Design user_wb_timer, sky130hd; sources not shown.
### M2 wires

Scale bar: 50 um.
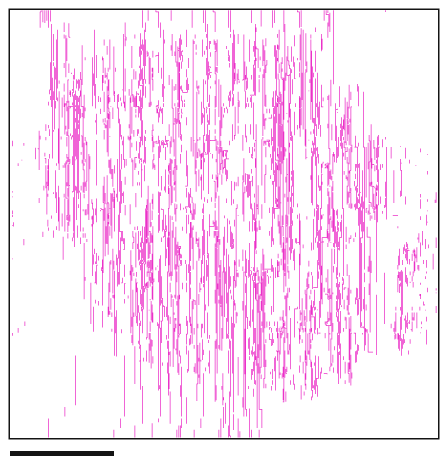
wire length on this layer: 15400 um
nets with wire on the layer: 1209
share of all routed wire: 46%
routing usage on met2: 0.2678
via count: 9308

### Sequential cells grouped by signal name

Other sequential cells in the stronger grey, the rest of the logic in the fainter grey.
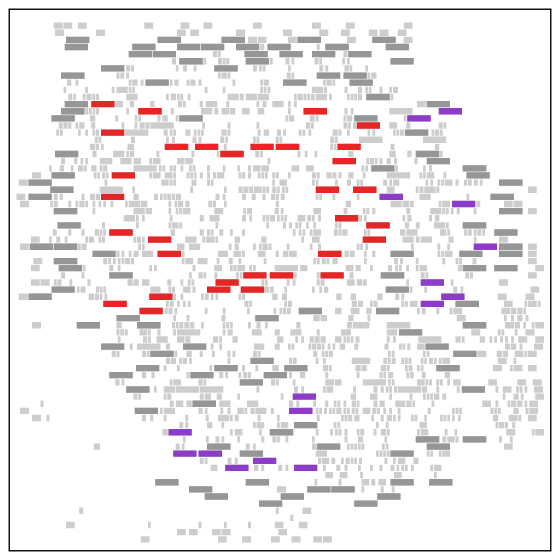
legend:
  red:
    netlist_name: r_count
    placed_flops: 32
  purple:
    netlist_name: r_presc
    placed_flops: 16
not coloured: 119
final cell utilization of the core: 0.3072
area taken by flip-flops and latches: 4179 um2
fraction of standard cell area that is sequential: 0.3401
reported sequential group power: 767 uW

### Signal wires by layer

Only two layers are drawn.
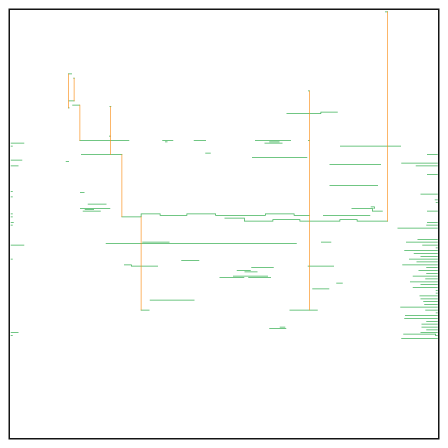
legend:
  green:
    layer: M3
    wire_length: 1190 um
  orange:
    layer: M4
    wire_length: 348 um
Routed wire per std cell: 16.33 um
GRT Resource Usage Total: 0.1688
total routed wirelength: 33220 um

==> Table 3: Implementation characteristics <==
Table: implementation figures

Parameter                              Value

Routing
  DRC .................. 0
  Routed met3 length .................. between 1000 and 1500 um
  Remaining antenna violation count after routing .................. 0
  Uppermost routed layer .................. met4
  Detailed-route vias per instance .................. 4.576

Final layout
  Fraction of area in multi-input gates .................. 0.4193
  Number of buffers other than clock buffers in the final layout .................. 113
  Seq cells .................. 167
  Inverters .................. 169
  Most numerous logic cells after layout .................. sky130_fd_sc_hd__nand2_1 (430), sky130_fd_sc_hd__dfrtp_1 (167), sky130_fd_sc_hd__nor2_1 (165)
  Filler cell count .................. 4443
  Layout clock area frac .................. 0.04510
  Clock buffer cells .................. 19
  Dominant logic cell type in the layout .................. sky130_fd_sc_hd__nand2_1
  Post-route cell area .................. 12290 um2

Global route
  Number of antenna violations at the first check in global routing .................. 0
  Met3 track demand over resource .................. 0.02334
  Overflow after GRT .................. 0

Clock tree
  Total number of H-tree levels .................. 4
  Number of hold buffers added after CTS .................. 0
  TritonCTS clock tree .................. done
  Buffer count from post-CTS setup fixing .................. 0

Place
  Placed Area .................. ~12000 um2
  RePlAce Congestion .................. around 0.83
  Detailed placer's ending HPWL .................. 24590 um
  Number of placed instances with taps included .................. roughly 2000

Setup path
  Critical Path, Cell by Cell .................. clkdlybuf4s50_1 -> inv_2 -> nand3_1 -> inv_2 -> nand3_2 -> o21ai_2 -> nor2_1 -> nand2_1 -> nand2_1
  Critical path's largest stage delay .................. approximately 0.84 ns
  Startpoint types .................. input port
  Data arrival time of the critical path .................. 5.02 ns
  R2R setup slack .................. 5.97 ns

Outcome
  Violated checks .................. max-capacitance violations, max-slew violations
  Outcome .................. finished with violations

Yosys
  Net count entering floorplan .................. between 1500 and 2000
  Yosys cell count .................. 1408
  Library cell occupying the most area in the post-synthesis netlist .................. sky130_fd_sc_hd__dfrtp_1
  Most common cell in the synthesized netlist .................. sky130_fd_sc_hd__nand2_1
  Dominant kind of combinational cell .................. simple AND/OR/NAND/NOR gates
  Ys async rst share .................. 1.000
  Post-synthesis instance total .................. 1408
  Post-synth mux share .................. 0
  Most common reg cell .................. sky130_fd_sc_hd__dfrtp_1

Pwr
  Flop pwr share .................. 0.483
  Switching pwr .................. 408.8 uW
  Logic gate share of total power .................. 0.053
  Clk pwr .................. between 700 and 800 uW
  Total chip power .................. approximately 1.6 mW
  Worst IR Drop VDD .................. between 0.0001 and 0.00015 V
  Clock network fraction of design power .................. 0.464

Timing
  Maximum clock frequency .................. 213.7 MHz
  Setup repair after global routing missed its margin .................. false
  Final count of pins violating max slew .................. a little over 40
  Worst path setup slack after routing .................. 4.120 ns
  Share of the clock period used by the worst path .................. 0.5318

Worst hold path
  Hold path cells .................. 2
  Class of the tightest hold or removal check .................. flop to flop

Die
  Core Footprint .................. 40010 um2
  Site Rows .................. 73
  Number of well taps .................. 525

Job
  Maximum capacitance violations .................. 1
Power figures rest on the tool's default switching activity, not on a simulated workload.
